===== src/rtl/fifo_axis_reader.sv =====
// Pops a latency-RD_LAT source FIFO and re-presents the words as an AXI-Stream master.
// A skid buffer sized for all in-flight reads keeps the stream lossless under backpressure.
module fifo_axis_reader #(
  parameter int unsigned DW     = 16,
  parameter int unsigned RD_LAT = 2,
  parameter int unsigned BUF_D  = 4
) (
  input  logic                       clk_a_i,
  input  logic                       rst_ni,
  input  logic                       en_i,
  input  logic                       flush_i,
  input  logic                       fifo_empty_i,
  output logic                       fifo_pop_o,
  output logic                       fifo_rd_en_o,
  input  logic [DW-1:0]              fifo_dt_i,
  output logic [DW-1:0]              m_axis_tdata_o,
  output logic                       m_axis_tvalid_o,
  input  logic                       m_axis_tready_i,
  output logic [$clog2(BUF_D):0]     occ_o
);

  localparam int unsigned AW = $clog2(BUF_D);
  localparam int unsigned OW = AW + 1;

  logic [AW:0]        wr_ptr_q, wr_ptr_d;
  logic [AW:0]        rd_ptr_q, rd_ptr_d;
  logic [OW-1:0]      occ_q, occ_d;
  logic [RD_LAT-1:0]  infl_q, infl_d;
  logic [DW-1:0]      mem_q [BUF_D];
  logic               started_q;

  logic hs;
  logic room;
  logic capture;
  logic wr_en;

  assign m_axis_tvalid_o = (wr_ptr_q != rd_ptr_q);
  assign m_axis_tdata_o  = mem_q[rd_ptr_q[AW-1:0]];
  assign hs              = m_axis_tvalid_o & m_axis_tready_i;

  // Occupancy counts in-flight words too, so a full count only admits a pop when a word leaves.
  assign room       = (occ_q < OW'(BUF_D)) | ((occ_q == OW'(BUF_D)) & hs);
  assign fifo_pop_o = started_q & en_i & ~fifo_empty_i & ~flush_i & room;

  assign capture      = infl_q[RD_LAT-1];
  assign wr_en        = capture & ~flush_i;
  assign fifo_rd_en_o = (|infl_q) | fifo_pop_o;
  assign occ_o        = occ_q;

  always_comb begin
    wr_ptr_d = wr_ptr_q;
    rd_ptr_d = rd_ptr_q;
    occ_d    = occ_q;
    infl_d   = infl_q;
    if (flush_i) begin
      wr_ptr_d = '0;
      rd_ptr_d = '0;
      occ_d    = '0;
      infl_d   = '0;
    end else begin
      infl_d    = infl_q << 1;
      infl_d[0] = fifo_pop_o;
      wr_ptr_d  = wr_ptr_q + (AW + 1)'(capture);
      rd_ptr_d  = rd_ptr_q + (AW + 1)'(hs);
      occ_d     = occ_q + OW'(fifo_pop_o) - OW'(hs);
    end
  end

  always_ff @(posedge clk_a_i or negedge rst_ni) begin
    if (!rst_ni) begin
      wr_ptr_q  <= '0;
      rd_ptr_q  <= '0;
      occ_q     <= '0;
      infl_q    <= '0;
      started_q <= 1'b0;
    end else begin
      wr_ptr_q  <= wr_ptr_d;
      rd_ptr_q  <= rd_ptr_d;
      occ_q     <= occ_d;
      infl_q    <= infl_d;
      started_q <= 1'b1;
    end
  end

  always_ff @(posedge clk_a_i or negedge rst_ni) begin
    if (!rst_ni) begin
      for (int unsigned i = 0; i < BUF_D; i++) begin
        mem_q[i] <= '0;
      end
    end else if (wr_en) begin
      mem_q[wr_ptr_q[AW-1:0]] <= fifo_dt_i;
    end
  end

endmodule

===== config.mk =====
export PLATFORM = sky130hd
export DESIGN_NAME = fifo_axis_reader
export DESIGN_NICKNAME = d
export VERILOG_FILES = /design/src/rtl/fifo_axis_reader.sv
export SDC_FILE = /design/constraint.sdc
export NUM_CORES = 1
export LEC_CHECK = 0
export CELL_PAD_IN_SITES_DETAIL_PLACEMENT = 1
export CELL_PAD_IN_SITES_GLOBAL_PLACEMENT = 2
export CORE_UTILIZATION = 35
export DETAILED_ROUTE_END_ITERATION = 6
export GPL_ROUTABILITY_DRIVEN = 1
export PLACE_DENSITY = 0.76
export SYNTH_ARGS = -nofsm -noshare
export SYNTH_HDL_FRONTEND = slang
export SYNTH_SLANG_ARGS = --single-unit

===== constraint.sdc =====
create_clock -name clk_a_i -period 6 [get_ports clk_a_i]
set_clock_uncertainty 0.1 [all_clocks]
set_input_delay 1.8 -clock clk_a_i [delete_from_list [all_inputs] [get_ports clk_a_i]]
set_output_delay 1.8 -clock clk_a_i [all_outputs]
set_load 0.01 [all_outputs]

### Where the registers sit, run 1

The bar under the picture is 20 um long. Other sequential cells in the stronger grey, the rest of the logic in the fainter grey.
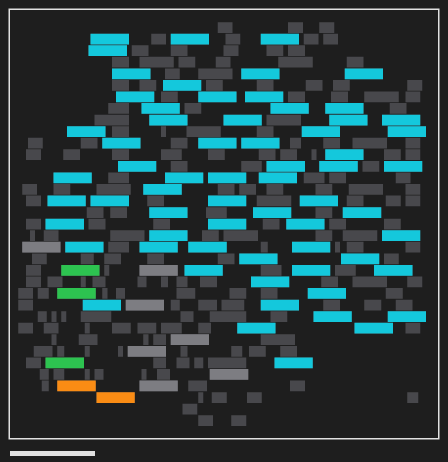
legend:
  mem_q:
    colour: cyan
    sequential_cells: 64
  infl_q:
    colour: orange
    sequential_cells: 2
  occ_o:
    colour: green
    sequential_cells: 3
not coloured: 7

### Metal layers overlaid, run 1

The bar under the picture is 20 um long. Only two layers are drawn.
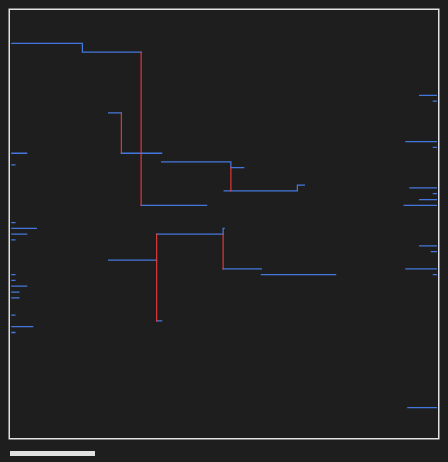
legend:
  met3:
    colour: blue
    wire_length: 237 um
  met4:
    colour: red
    wire_length: 79.6 um

==> qor.yml, run 1 <==
status: "finished clean"
synthDistinctLibCells: 28
port_buffers: 43
initial_core_util_pct: 36.5
cts_buffer_depth: 2
synth-edff-count: 0
yosys_area_sq_mm: 0.00341
ys.flop_type: "dfrtp_1"
mi_logic_area_sq_mm: 0.00143
wl_met1_um: 3080
syn-instance-count: 211
end_kind: "primary output"
hold_path.class: "reg -> reg"
drt_pass1_iterations: 4
slew_headroom_pct: 35.8
p_clk_share_pct: 30.5
hold_viol_final: 0
grt_pass1_wl_um: 11200
min_period_over_period_pct: 92.7
fin_cells: 392
num_io_pins: 44
synth_area_sq_mm: 0.00341
hpwl_um: 4310
p_switching_uw: 270
setup_tns_ps: 0
cts.reportedPaths.clkPinSlew_ps: 70
leakage_uw: 0.00193
tap_cells: 129
drc: 0
grt_pass1_vias: 2093
final-clk-cell-share_pct: 3.94
yosysCellCount: 211
power_frac_seq_pct: 51.5
setup_violations: 0
flops: 76
die_height_um: 101
grt_use_met3_pct: 4.37
top_area_share_pct: 55.8
power.internal_uw: 832
post_cts_buffers: 0
hold_depth: 1
routed-via-count: 1915
worstSetupEndpoint: "fifo_pop_o"
### Placement by cell class, run 1

The bar under the picture is 20 um long.
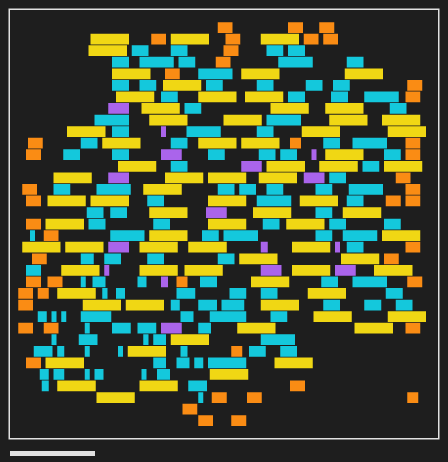
legend:
  all other logic:
    colour: cyan
    cells: 124
    share_of_their_area: 36%
  clock drivers and dummy loads:
    colour: purple
    cells: 16
    share_of_their_area: 4.1%
  flip-flops:
    colour: yellow
    cells: 76
    share_of_their_area: 48%
  other buffers and delay cells:
    colour: orange
    cells: 47
    share_of_their_area: 12%
core area: 0.00933 sq mm
fin util: 44.3%
row count: 35

-- run 1: registers in the layout (all words and copies together), names as in the netlist --
| name | flops |
|---|---|
| mem_q | 64 |
| wr_ptr_q | 3 |
| infl_q | 2 |
| started_q | 1 |
| occ_o | 3 |
| rd_ptr_q | 3 |
-- run 1: cell usage in the layout (no fill, tap or decap), drive strengths merged --
| cell type | n |
|---|---|
| buf | 5 |
| nand3 | 1 |
| conb | 1 |
| a31o | 1 |
| nand2 | 1 |
| mux2 | 64 |
| mux4 | 16 |
| nand4b | 1 |
| xor2 | 1 |
| clkinv | 2 |
| nor2 | 6 |
| nor4b | 1 |
| fa | 1 |
| nor4bb | 2 |
| clkbuf | 14 |
| clkdlybuf4s50 | 42 |
| nor2b | 6 |
| xnor2 | 6 |
| dfrtp | 76 |
| o21ai | 2 |
| nand2b | 1 |
| and4bb | 1 |
| inv | 5 |
| ha | 6 |
| o211ai | 1 |
-- run 1: cells by family (layout without fill, tap and decap cells) --
logic type / Yosys count / after routing / synth area share (%)
flip-flops: 76 / 76 / 55.8
AND/OR/NAND/NOR: 20 / 20 / 4.29
buffers and inverters: 16 / 68 / 2.72
adder cells (fa/ha/maj): 7 / 7 / 2.79
XOR/XNOR: 7 / 7 / 1.80
AND-OR/OR-AND: 4 / 4 / 0.771
multiplexers: 80 / 80 / 31.7
other: 1 / 1 / 0.110
-- run 1: critical path: stages --
cell and delay, ps:
clkdlybuf4s50_1 450, nor4bb_1 400, nand2_1 160, o21ai_0 260, clkdlybuf4s50_1 590
-- run 1: metrics by stage --
stage          util, %  hold WS (ps)  setup WS (ps)
5_1_grt           44.3           412            268
3_3_place_gp      42.5           362            556
3_5_place_dp      42.5           373            452
2_1_floorplan        -           352           1520
6_report          44.3           381            439
4_1_cts           44.3           390            423
## Run 2: what changed since run 1
--- a/config.mk
+++ b/config.mk
@@ -5,6 +5,7 @@
 export SDC_FILE = /design/constraint.sdc
 export NUM_CORES = 1
 export LEC_CHECK = 0
+export ABC_CLOCK_PERIOD_IN_PS = 6000
 export CELL_PAD_IN_SITES_DETAIL_PLACEMENT = 1
 export CELL_PAD_IN_SITES_GLOBAL_PLACEMENT = 2
 export CORE_UTILIZATION = 35
### Routing congestion, run 2

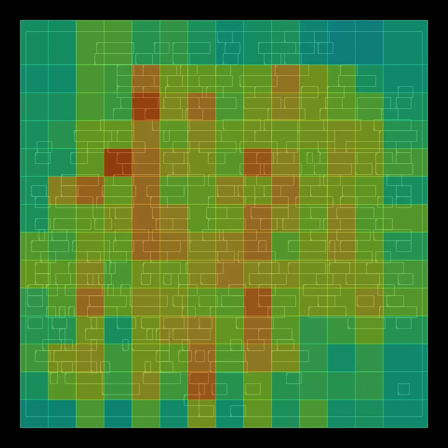
drt wl/cell: 17.0 um
met3 global-route usage: 4.37%
total track usage: 15.1%
gr busiest metal: met2

==> run 2 against run 1 <==
  * Via count unchanged
  * Critical endpoint unchanged
  * Fmax unchanged
  * First-iteration DRC count stayed put
  * Sequential cell count did not move
  * Count of clock-buffer cells in the layout unchanged
  * Power unchanged
  * Worst hold slack did not move
  * Sequential share of layout area unchanged
  * Die area stayed put
  * Global-route usage is the same
  * Synthesized cell count unchanged
  * Combinational power barely moved
==> qor.yml, run 2 <==
status: "finished clean"
post_cts_buffers: 0  # unchanged
path_cells: "clkdlybuf4s50_1 > nor4bb_1 > nand2_1 > o21ai_0 > clkdlybuf4s50_1"
syn-instance-count: 211  # unchanged
power_frac_seq_pct: 51.5  # about the same
crit_top_cell: "clkdlybuf4s50_1"
grt_pass1_vias: 2093  # unchanged
initial_core_util_pct: 36.5  # unchanged
fin_cells: 392  # unchanged
cts.reportedPaths.clkPinSlew_ps: 70  # about the same
slew_headroom_pct: 35.8  # unchanged
cpPeakStageDelay_ps: 590  # about the same
yosys_area_sq_mm: 0.00341  # unchanged
fin_util_pct: 44.3  # unchanged
path_depth: 5  # unchanged
hold_viol_final: 0  # unchanged
hpwl_um: 4310  # unchanged
dp_slack_ps: 452  # unchanged
largest_reg_flops: 64  # unchanged
top_register: "mem_q"
synth-edff-count: 0  # unchanged
setup_slack_ps: 439  # unchanged
setup_violations: 0  # unchanged
p_clk_share_pct: 30.5  # about the same
slowest_stage: "clkdlybuf4s50_1"
layout_top_cell: "dfrtp_1"
synthDistinctLibCells: 28  # unchanged
mostFrequentLayoutCells: "dfrtp_1, mux2_2, clkdlybuf4s50_1, mux2_1, mux4_2"
cts_buffer_depth: 2  # unchanged
hold_slack_ps: 381  # unchanged
leakage_uw: 0.00193  # unchanged
### Logic cells by family, run 2

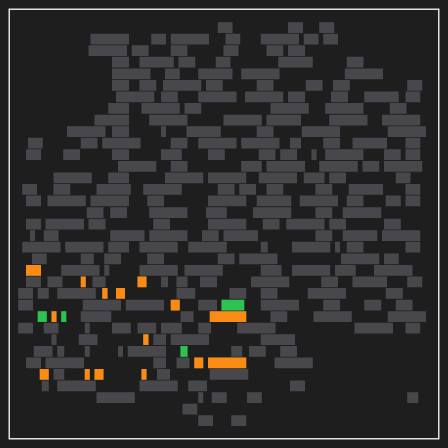
legend:
  NAND gates:
    colour: green
    cells: 4
  NOR gates:
    colour: orange
    cells: 15

==> run 2: cell counts after synthesis <==
Identical to the previous run, type by type.
==> run 2: worst min path at each step <==
| stage | from | end | slack [ps] | cells past startpoint |
|---|---|---|---|---|
| after floorplan | mem_q[20] | mem_q[20] | 350 | 1 |
| after global placement | mem_q[38] | mem_q[38] | 360 | 1 |
| after detailed placement | mem_q[22] | mem_q[22] | 370 | 1 |
| after CTS | mem_q[22] | mem_q[22] | 390 | 1 |
| after global routing | mem_q[61] | mem_q[61] | 410 | 1 |
| final | mem_q[60] | mem_q[60] | 380 | 1 |
==> run 2: cells by family (layout without fill, tap and decap cells) <==
family / Yosys count / in the layout / synth area share [%]
xor gates and xnor gates: 7 / 7 / 1.80
and+or+nand+nor: 20 / 20 / 4.29
AOI/OAI and AO/OA: 4 / 4 / 0.771
other: 1 / 1 / 0.110
adders and majority gates: 7 / 7 / 2.79
buffers and inverters: 16 / 68 / 2.72
muxes: 80 / 80 / 31.7
DFF: 76 / 76 / 55.8
==> run 2: metal layers <==
layer  GRT usage, %  up-vias  wire length (um)
met5              0        -                 0
met4           5.02        0                79
met3           4.37       11               236
met2           23.7       40              3280
met1           20.1     1006              3080
li1               -      858                 -
==> run 2: final cells by class <==
class / instances / area, sq um
fill: 955 / 5200
sequential: 76 / 1900
multi-input combinational: 119 / 1430
timing repair buffer: 47 / 458
tap: 129 / 161
clock buffer: 14 / 153
inverter: 5 / 18.8
clock inverter: 2 / 10.0
==> run 2: power groups by stage <==
stage / Sequential (uW) / Clock (uW) / Combinational [uW]
after global routing: 573 / 371 / 214
after detailed placement: 578 / 0 / 201
after floorplan: 569 / 0 / 96.0
after global placement: 577 / 0 / 198
after CTS: 568 / 352 / 202
final: 568 / 336 / 198
Power is estimated from default activity; no workload was simulated.
